$ cat src/rtl/mem_arbiter_if.sv
// rtl/mem_arbiter_if.sv - request/response bus bundle between the two requesters, the arbiter and backing memory
//
// Purpose: groups every non-clock, non-reset signal of mem_arbiter.
// Signal names carry the arbiter's point of view (_i = into the arbiter,
// _o = out of the arbiter).
//
// Ports (signals):
//   if_req_i    1   fetch request, level, held until if_ack_o
//   if_addr_i   32  fetch byte address
//   if_data_o   32  fetched instruction, valid with if_ack_o
//   if_ack_o    1   one-cycle fetch completion pulse
//   d_req_i     1   data request, level, held until d_ack_o
//   d_we_i      1   1 = store, 0 = load
//   d_addr_i    32  data byte address
//   d_wdata_i   32  store data
//   d_rdata_o   32  load data, valid with d_ack_o
//   d_ack_o     1   one-cycle data completion pulse
//   mem_enable_o 1  backing-memory request, level
//   mem_write_o 1   backing-memory write strobe
//   mem_addr_o  32  backing-memory address
//   mem_data_o  32  backing-memory write data
//   mem_data_i  32  backing-memory read data, valid with mem_ack_i
//   mem_ack_i   1   backing-memory completion, one cycle
//   stall_o     1   pipeline stall
//
// Modports: slave = the arbiter, master = the environment (CPU + memory).
`timescale 1ns/1ps
interface mem_arbiter_if;
  logic        if_req_i;
  logic [31:0] if_addr_i;
  logic [31:0] if_data_o;
  logic        if_ack_o;
  logic        d_req_i;
  logic        d_we_i;
  logic [31:0] d_addr_i;
  logic [31:0] d_wdata_i;
  logic [31:0] d_rdata_o;
  logic        d_ack_o;
  logic        mem_enable_o;
  logic        mem_write_o;
  logic [31:0] mem_addr_o;
  logic [31:0] mem_data_o;
  logic [31:0] mem_data_i;
  logic        mem_ack_i;
  logic        stall_o;

  modport slave (
    input  if_req_i, if_addr_i, d_req_i, d_we_i, d_addr_i, d_wdata_i,
           mem_data_i, mem_ack_i,
    output if_data_o, if_ack_o, d_rdata_o, d_ack_o,
           mem_enable_o, mem_write_o, mem_addr_o, mem_data_o, stall_o
  );

  modport master (
    output if_req_i, if_addr_i, d_req_i, d_we_i, d_addr_i, d_wdata_i,
           mem_data_i, mem_ack_i,
    input  if_data_o, if_ack_o, d_rdata_o, d_ack_o,
           mem_enable_o, mem_write_o, mem_addr_o, mem_data_o, stall_o
  );
endinterface

$ cat src/rtl/mem_arbiter.sv
// rtl/mem_arbiter.sv - two-requester (fetch/data) arbiter onto a single-outstanding backing memory
//
// Purpose: shares one backing memory between an instruction-fetch port and
// a data port. Data normally has priority; a 4-bit starve counter forces a
// fetch grant after STARVE_MAX data grants taken while fetch was waiting.
// Exactly one memory transaction is outstanding at a time.
//
// Ports:
//   clk_i  in   single clock, all state on rising edge
//   rst_i  in   asynchronous, active-high reset
//   bus    slave modport of mem_arbiter_if (fetch port, data port,
//               backing-memory port, stall_o)
//
// Parameters:
//   STARVE_MAX  data grants allowed while fetch waits (1..15)
`timescale 1ns/1ps
module mem_arbiter #(
  parameter int unsigned STARVE_MAX = 3
) (
  input  logic         clk_i,
  input  logic         rst_i,
  mem_arbiter_if.slave bus
);

  typedef enum logic [1:0] {
    IDLE   = 2'd0,
    BUSY_I = 2'd1,
    BUSY_D = 2'd2
  } state_t;

  localparam logic [3:0] STARVE_LIM = 4'(STARVE_MAX);

  state_t      state_q;
  state_t      next_state;

  logic [31:0] mem_addr_q;
  logic [31:0] mem_data_q;
  logic        mem_write_q;
  logic [31:0] if_data_q;
  logic [31:0] d_rdata_q;
  logic        if_ack_q;
  logic        d_ack_q;
  logic [3:0]  starve_q;

  logic        if_elig;
  logic        d_elig;
  logic        starve_full;
  logic        grant_i;
  logic        grant_d;

  // Arbitration. A requester whose ack is pulsing this cycle still has its
  // req high (it drops it only after seeing the ack), so it is masked out
  // to avoid granting the same request twice.
  always_comb begin
    if_elig     = bus.if_req_i & ~if_ack_q;
    d_elig      = bus.d_req_i & ~d_ack_q;
    starve_full = (starve_q == STARVE_LIM);
    grant_i     = 1'b0;
    grant_d     = 1'b0;
    if (state_q == IDLE) begin
      grant_i = if_elig & (~d_elig | starve_full);
      grant_d = d_elig & ~(if_elig & starve_full);
    end
  end

  // State register
  always_ff @(posedge clk_i or posedge rst_i) begin
    if (rst_i) begin
      state_q <= IDLE;
    end else begin
      state_q <= next_state;
    end
  end

  // Next-state logic
  always_comb begin
    next_state = state_q;
    case (state_q)
      IDLE: begin
        if (grant_d) begin
          next_state = BUSY_D;
        end else if (grant_i) begin
          next_state = BUSY_I;
        end
      end
      BUSY_I, BUSY_D: begin
        if (bus.mem_ack_i) begin
          next_state = IDLE;
        end
      end
      default: next_state = IDLE;
    endcase
  end

  // Output logic. mem_enable_o decodes straight from the state register so
  // an asynchronous reset drops it immediately.
  always_comb begin
    bus.mem_enable_o = (state_q == BUSY_I) || (state_q == BUSY_D);
    bus.stall_o      = (bus.if_req_i & ~if_ack_q) | (bus.d_req_i & ~d_ack_q);
  end

  // Datapath: memory command registers, read registers, ack pulses and the
  // starve counter. The command registers load only on a grant, so
  // requester changes during BUSY never reach the memory port.
  always_ff @(posedge clk_i or posedge rst_i) begin
    if (rst_i) begin
      mem_addr_q  <= '0;
      mem_data_q  <= '0;
      mem_write_q <= 1'b0;
      if_data_q   <= '0;
      d_rdata_q   <= '0;
      if_ack_q    <= 1'b0;
      d_ack_q     <= 1'b0;
      starve_q    <= '0;
    end else begin
      if_ack_q <= 1'b0;
      d_ack_q  <= 1'b0;

      if (grant_d) begin
        mem_addr_q  <= bus.d_addr_i;
        mem_data_q  <= bus.d_wdata_i;
        mem_write_q <= bus.d_we_i;
      end else if (grant_i) begin
        mem_addr_q  <= bus.if_addr_i;
        mem_data_q  <= '0;
        mem_write_q <= 1'b0;
      end

      // Completions. mem_ack_i outside BUSY (e.g. a straggler from an
      // access aborted by reset) falls through both branches.
      if (state_q == BUSY_I && bus.mem_ack_i) begin
        if_data_q <= bus.mem_data_i;
        if_ack_q  <= 1'b1;
      end
      if (state_q == BUSY_D && bus.mem_ack_i) begin
        if (!mem_write_q) begin
          d_rdata_q <= bus.mem_data_i;
        end
        d_ack_q <= 1'b1;
      end

      if (grant_i) begin
        starve_q <= '0;
      end else if (grant_d && bus.if_req_i && (starve_q < STARVE_LIM)) begin
        starve_q <= starve_q + 4'd1;
      end
    end
  end

  assign bus.mem_addr_o  = mem_addr_q;
  assign bus.mem_data_o  = mem_data_q;
  assign bus.mem_write_o = mem_write_q;
  assign bus.if_data_o   = if_data_q;
  assign bus.d_rdata_o   = d_rdata_q;
  assign bus.if_ack_o    = if_ack_q;
  assign bus.d_ack_o     = d_ack_q;

endmodule

$ cat src/flat_wrapper.sv
// flat-port wrapper written by rule: the top's interface ports become plain ports
module mem_arbiter_flat 
#(
  parameter int unsigned STARVE_MAX = 3
)
  (clk_i, rst_i, bus_if_req_i, bus_if_addr_i, bus_d_req_i, bus_d_we_i, bus_d_addr_i, bus_d_wdata_i, bus_mem_data_i, bus_mem_ack_i, bus_if_data_o, bus_if_ack_o, bus_d_rdata_o, bus_d_ack_o, bus_mem_enable_o, bus_mem_write_o, bus_mem_addr_o, bus_mem_data_o, bus_stall_o);
  mem_arbiter_if bus_i ();
  input  logic clk_i;
  input  logic rst_i;
  input wire logic [$bits(bus_i.if_req_i)-1:0] bus_if_req_i;
  input wire logic [$bits(bus_i.if_addr_i)-1:0] bus_if_addr_i;
  input wire logic [$bits(bus_i.d_req_i)-1:0] bus_d_req_i;
  input wire logic [$bits(bus_i.d_we_i)-1:0] bus_d_we_i;
  input wire logic [$bits(bus_i.d_addr_i)-1:0] bus_d_addr_i;
  input wire logic [$bits(bus_i.d_wdata_i)-1:0] bus_d_wdata_i;
  input wire logic [$bits(bus_i.mem_data_i)-1:0] bus_mem_data_i;
  input wire logic [$bits(bus_i.mem_ack_i)-1:0] bus_mem_ack_i;
  output wire logic [$bits(bus_i.if_data_o)-1:0] bus_if_data_o;
  output wire logic [$bits(bus_i.if_ack_o)-1:0] bus_if_ack_o;
  output wire logic [$bits(bus_i.d_rdata_o)-1:0] bus_d_rdata_o;
  output wire logic [$bits(bus_i.d_ack_o)-1:0] bus_d_ack_o;
  output wire logic [$bits(bus_i.mem_enable_o)-1:0] bus_mem_enable_o;
  output wire logic [$bits(bus_i.mem_write_o)-1:0] bus_mem_write_o;
  output wire logic [$bits(bus_i.mem_addr_o)-1:0] bus_mem_addr_o;
  output wire logic [$bits(bus_i.mem_data_o)-1:0] bus_mem_data_o;
  output wire logic [$bits(bus_i.stall_o)-1:0] bus_stall_o;
  assign bus_i.if_req_i = bus_if_req_i;
  assign bus_i.if_addr_i = bus_if_addr_i;
  assign bus_i.d_req_i = bus_d_req_i;
  assign bus_i.d_we_i = bus_d_we_i;
  assign bus_i.d_addr_i = bus_d_addr_i;
  assign bus_i.d_wdata_i = bus_d_wdata_i;
  assign bus_i.mem_data_i = bus_mem_data_i;
  assign bus_i.mem_ack_i = bus_mem_ack_i;
  assign bus_if_data_o = bus_i.if_data_o;
  assign bus_if_ack_o = bus_i.if_ack_o;
  assign bus_d_rdata_o = bus_i.d_rdata_o;
  assign bus_d_ack_o = bus_i.d_ack_o;
  assign bus_mem_enable_o = bus_i.mem_enable_o;
  assign bus_mem_write_o = bus_i.mem_write_o;
  assign bus_mem_addr_o = bus_i.mem_addr_o;
  assign bus_mem_data_o = bus_i.mem_data_o;
  assign bus_stall_o = bus_i.stall_o;
  mem_arbiter #(.STARVE_MAX(STARVE_MAX)) u_core (.clk_i(clk_i), .rst_i(rst_i), .bus(bus_i));
endmodule
$ cat config.mk
export PLATFORM = sky130hd
export DESIGN_NAME = mem_arbiter_flat
export DESIGN_NICKNAME = d
export VERILOG_FILES = /design/src/rtl/mem_arbiter_if.sv /design/src/rtl/mem_arbiter.sv /design/src/flat_wrapper.sv
export SDC_FILE = /design/constraint.sdc
export NUM_CORES = 1
export LEC_CHECK = 0
export CAP_MARGIN = 30
export CORE_UTILIZATION = 45
export CTS_BUF_LIST = sky130_fd_sc_hd__clkbuf_2 sky130_fd_sc_hd__clkbuf_4 sky130_fd_sc_hd__clkbuf_8
export DETAILED_ROUTE_END_ITERATION = 6
export GPL_ROUTABILITY_DRIVEN = 0
export PLACE_DENSITY = 0.88
export SLEW_MARGIN = 20
export SYNTH_ARGS = -nofsm -noshare
export SYNTH_HDL_FRONTEND = slang
export SYNTH_SLANG_ARGS = --single-unit
$ cat constraint.sdc
create_clock -name clk_i -period 8.23 [get_ports clk_i]
set_clock_uncertainty 0.1 [all_clocks]
set_input_delay 1.646 -clock clk_i [delete_from_list [all_inputs] [get_ports clk_i]]
set_output_delay 1.646 -clock clk_i [all_outputs]
set_load 0.05 [all_outputs]
Figure 1. Wiring heat map (run 1).
The die is cut into 22 by 22 equal tiles; black is low, pale yellow is high, scaled to the fullest tile. Values are wire area over tile area, all layers added.
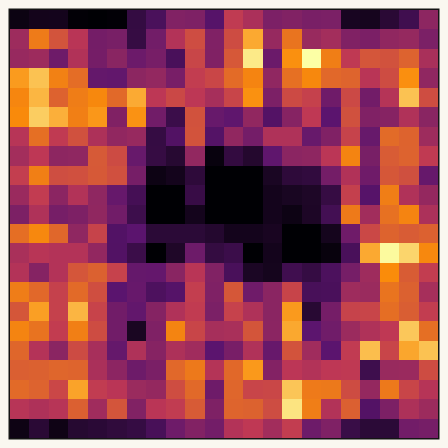
nearly empty tiles	4.5%
fullest tile	0.49
mean over tiles	0.21
emptiest ninth of the die	middle
tiles over half the peak	38%

Figure 2. Metal 3 (run 1).
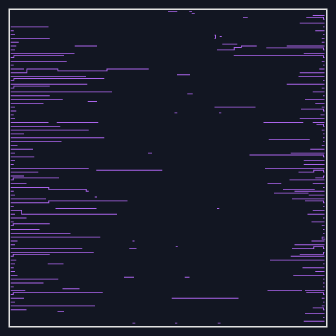
nets with wire on the layer	175
longest straight run	35.6 um
main direction	horizontal
wire length on this layer	1610 um

Figure 3. Nets reached from selected ports (run 1).
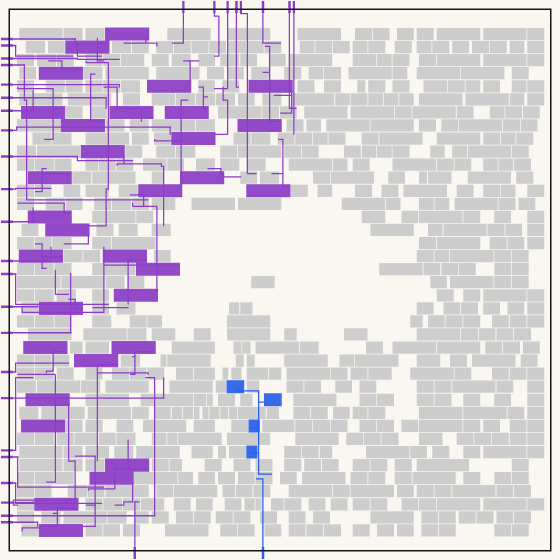
port	colour	bits	direction	edge	end cells	buffers	wire
`bus_if_req_i`	blue	1	input	bottom	4	1	45.3 um
`bus_d_rdata_o`	purple	32	output	23 left, 8 top, 1 bottom	32	32	1270 um

==> run 1: Yosys cell counts, drive strengths merged <==
| master | number |
|---|---|
| and2 | 1 |
| nand2b | 3 |
| inv | 5 |
| a21boi | 2 |
| a21oi | 5 |
| nand3b | 1 |
| a221o | 32 |
| nand2 | 2 |
| a22o | 33 |
| or4b | 1 |
| a21bo | 1 |
| o21ai | 3 |
| o211a | 32 |
| dfrtp | 137 |
| o21a | 1 |
| or3 | 2 |
| mux2 | 64 |
| a21o | 1 |
| and3b | 1 |
| nor2b | 2 |
| clkbuf | 16 |
| o22ai | 2 |
| buf | 16 |
| nor3b | 1 |
| ha | 4 |
==> run 1: worst max-delay path, delay by kind of cell <==
family / cells / cell delay [ps]
simple gates: 2 / 190
buf+inv: 2 / 1310
==> flow_summary.yaml, run 1 <==
# synthesis and place-and-route metrics
finish:
  lay_top_cells: "clkdlybuf4s50_1 (266), dfrtp_1 (137), mux2_1 (35)"
  lay_top_count: "clkdlybuf4s50_1"
  ff_latch_area_sq_um: 3430
  nNonClkInverters: 5
  ff_count: 137
  clock_area_frac: 0.0458
  n_all_buffers: 273
  bufAreaShareNonClock: 0.314
  nClkBuffers: 21
synthesis:
  muxShareOfSynthArea: 0.131
  ys_sh_aoi: 0.186
  netlist_area_sq_um: 5490
  synth_nets: 506
  ys_warn_count: 0
  ys_ff: 137
  ys_top_logic_family: "AND-OR/OR-AND gates"
  netlist_instances: 368
  ys_sh_simple: 0.0187
  ys_types: 28
  synth_top_area_share: 0.625
setup_path:
  startpoint_type: "primary input"
  rr_worst_depth: 6
  cp_slowest_stage_delay_ps: 790
  r2r-end: "u_core.bus.mem_addr_o[27]$_DFFE_PP0P_"
  path_class: "primary input to output pin"
  reg2reg_from: "u_core.state_q[0]$_DFFE_PP0P_"
  cp-endpoint: "bus_stall_o"
  required_ps: 6480
  critPathSlowestCell: "clkdlybuf4s50_1"
  endpoint_kind: "output pin"
grt:
  use_met2: 0.432
  grt_use_total: 0.255
  antenna_found_initial: 0
  grt_use_met1: 0.280
  busiest_layer: "met2"
  grt_max_degree: 82
clock_tree:
  cts.hold.buffers_added: 0
  htree_levels: 4
  cts.sinks: 137
  cts-buffers-inserted: 17
  cts_setup_buffers: 0
  cts_root_buffer: "clkbuf_8"
floorplan:
  dieWidth_um: 112
  fp_util: 0.471
  chipArea_sq_um: 12600
  core_sq_um: 11700
pwr:
  clk-power_uw: 544
  leakage_uw: 0.00397
  clkPwrFrac: 0.127
  internal_power_uw: 2210
  pg_seq_uw: 1190
  p_switching_uw: 2090
worst_hold_path:
  hold-path-endpoint: "u_core.bus.if_data_o[30]$_DFFE_PP0P_"
  worstHoldStart: "u_core.bus.if_data_o[30]$_DFFE_PP0P_"
  min_path_type: "flip-flop to flip-flop"
placement:
  pre_cts_ws_ps: 3330
  place_hpwl_um: 11000
detailed_routing:
  via_per_inst: 5.50
  first_pass_iters: 5
  route.detailed.wl_per_inst_um: 20.0
  postRouteAntennaNets: 0
  top_layer: "met4"
  wl_met2_um: 7890
  wl_met1_um: 5810
  drcViolationCount: 0
  vias: 4306
timing:
  fmax_ghz: 0.204
  hold_viol: 0
  fin_crit_ps: 4890
  maxSlewViolCount: 0
  fin_crit_sh: 0.595
  finalSetupTns_ps: 0
  rsz0062_at_grt: "no"
flow_run:
  maxCapViolations: 0
outcome:
  run_status: "finished clean"
Figure 4. Where the registers sit (run 1).
Other sequential cells in the stronger grey, the rest of the logic in the fainter grey.
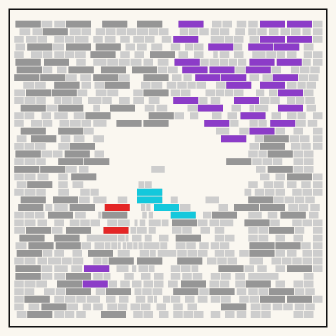

==> inputs of run 2 (changes only) <==
Settings changed: CORE_UTILIZATION 45 to 42, PLACE_DENSITY 0.88 to 0.83.
Clock period 8.23 ns to 4.7 ns, I/O delays scaled along.
Figure 5. Where the registers sit (run 2).
Other sequential cells in the stronger grey, the rest of the logic in the fainter grey.
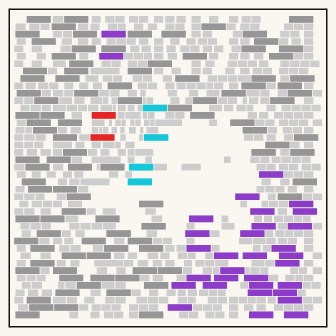
netlist name	colour	placed flops
`u_core.bus.mem_data_o`	purple	32
`u_core.state_q`	red	2
`u_core.starve_q`	cyan	4
Seq group: 2080 uW
FF+latch area: 3430 sq um
utilization after layout: 0.697
flop share of the area: 0.388

Figure 6. Wiring heat map (run 2).
The die is cut into 23 by 23 equal tiles; black is low, pale yellow is high, scaled to the fullest tile. Values are wire area over tile area, all layers added.
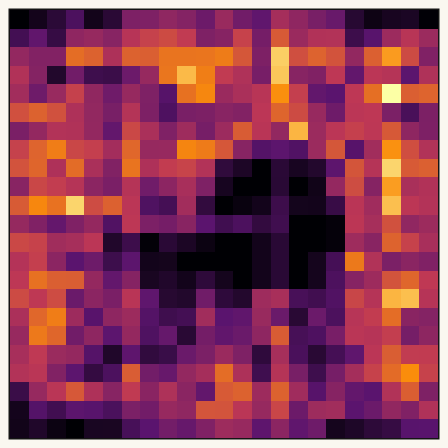
fullest tile	0.52
emptiest ninth of the die	middle
nearly empty tiles	4.5%
tiles over half the peak	24%
densest ninth of the die	top middle
mean over tiles	0.19
WL/cell: 19.2 um
DR vias: 4361

Figure 7. Nets reached from selected ports (run 2).
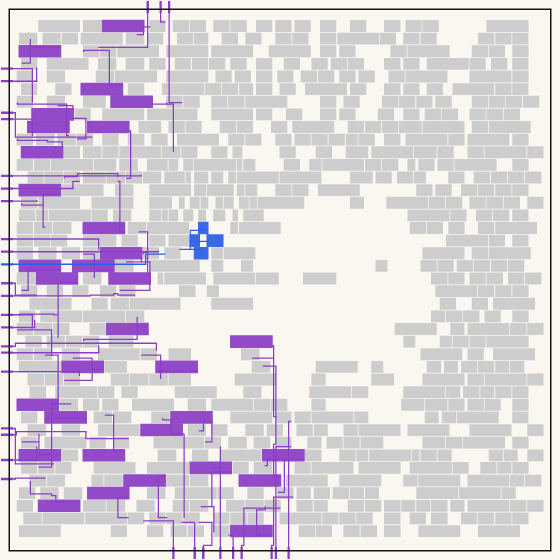
port	colour	bits	direction	edge	end cells	buffers	wire
`bus_d_rdata_o`	purple	32	output	20 left, 9 bottom, 3 top	32	32	1050 um
`bus_if_req_i`	blue	1	input	left	4	1	51.9 um
IO Pins: 267
IO Port Bufs: 266

==> flow_summary.yaml, run 2 <==
# synthesis and place-and-route metrics
setup_path:
  r2r-end: "u_core.bus.mem_data_o[16]$_DFFE_PP0P_"
  cp_slowest_stage_delay_ps: 820
  required_ps: 3660
  reg2reg_from: "u_core.bus.d_ack_o$_DFF_PP0_"
  startpoint_type: "primary input"
  endpoint_kind: "output pin"
  critPathSlowestCell: "clkdlybuf4s50_1"
  cp-endpoint: "bus_stall_o"
  path_class: "primary input to output pin"
  rr_worst_depth: 5
clock_tree:
  cts_setup_buffers: 0
  cts-buffers-inserted: 17
  cts.hold.buffers_added: 0
  worstSkewPairLatency_ps: 440
  htree_levels: 4
  cts.sinks: 137
  cts_root_buffer: "clkbuf_8"
synthesis:
  ys_sh_aoi: 0.186
  ys_warn_count: 0
  ys_sh_simple: 0.0187
  ys_top_logic_family: "AND-OR/OR-AND gates"
  synth_nets: 506
  most_common_cell: "dfrtp_1"
  muxShareOfSynthArea: 0.131
  flop_cell: "dfrtp_1"
  ys_ff: 137
  syn_area_per_cell_sq_um: 14.9
  netlist_instances: 368
  synthTopCellsByCount: "dfrtp_1 (137), mux2_1 (35), a22o_1 (33), a221o_1 (32), o211a_1 (32)"
  ys_types: 28
  postSynth.asyncResetShare: 1.00
  yosys.area_share.adder: 0.00912
  synth-edff-count: 0
  synth_top_area_share: 0.625
  netlist_area_sq_um: 5490
floorplan:
  chipArea_sq_um: 13500
  dieWidth_um: 116
  placementRows: 41
  fp_util: 0.433
  core_sq_um: 12700
finish:
  design_area_sq_um: 8840
  n_all_buffers: 279
  bufAreaShareNonClock: 0.318
  lay_top_cells: "clkdlybuf4s50_1 (266), dfrtp_1 (137), mux2_1 (35)"
  nNonClkInverters: 5
  ff_count: 137
  nets: 772
  num-fill-cells: 882
  clock_area_frac: 0.0511
  lay_top_count: "clkdlybuf4s50_1"
  nClkBuffers: 21
  drive_gt1_frac: 0.121
timing:
  finalSetupViolations: 0
  finalSetupTns_ps: 0
  fin_crit_sh: 0.744
  fin_crit_ps: 3490
  fmax_ghz: 0.286
  rsz0062_at_grt: "no"
  hold_viol: 0
  setup_ws_ps: 1210
  tightest_slew_ps: 565
  maxSlewViolCount: 0
placement:
  pre_cts_ws_ps: 1200
  place_hpwl_um: 10800
grt:
  overflow: 0
  grt_max_degree: 67
  grt_use_total: 0.232
  antenna_found_initial: 0
  first_global_vias: 4559
worst_hold_path:
  worstHoldStart: "u_core.bus.d_rdata_o[11]$_DFFE_PP0P_"
  hold-path-endpoint: "u_core.bus.d_rdata_o[11]$_DFFE_PP0P_"
  min_path_type: "flip-flop to flip-flop"
detailed_routing:
  first_pass_iters: 6
  via_per_inst: 5.32
  postRouteAntennaNets: 0
  drcViolationCount: 0
outcome:
  run_status: "finished clean"
flow_run:
  maxCapViolations: 0
pwr:
  leakage_uw: 0.00404
==> run 2: routing by layer <==
| metal | share of wire | track usage |
|---|---|---|
| met3 | 0.096 | 0.0903 |
| met1 | 0.39 | 0.270 |
| met5 | 0 | 0 |
| met4 | 0.017 | 0.0872 |
| met2 | 0.50 | 0.387 |
==> run 2: where the power goes <==
group / internal, uW / total, uW / switching, uW
combinational: 1630 / 4510 / 2880
sequential: 1760 / 2080 / 324
clock: 626 / 1090 / 462
total: 4020 / 7680 / 3670
==> run 2: worst max-delay path: cells and delay by family <==
family	cells	cell delay [ps]
and+or+nand+nor	2	190
buffers and inverters	2	1320
==> run 2: metrics by stage <==
stage | utilization | cells
floorplan | - | 368
global placement | 0.657 | 784
detailed placement | 0.660 | 786
CTS | 0.695 | 818
global route | 0.697 | 819
finish | 0.697 | 819
No activity file was given, so power comes from the tool's default toggle rates.
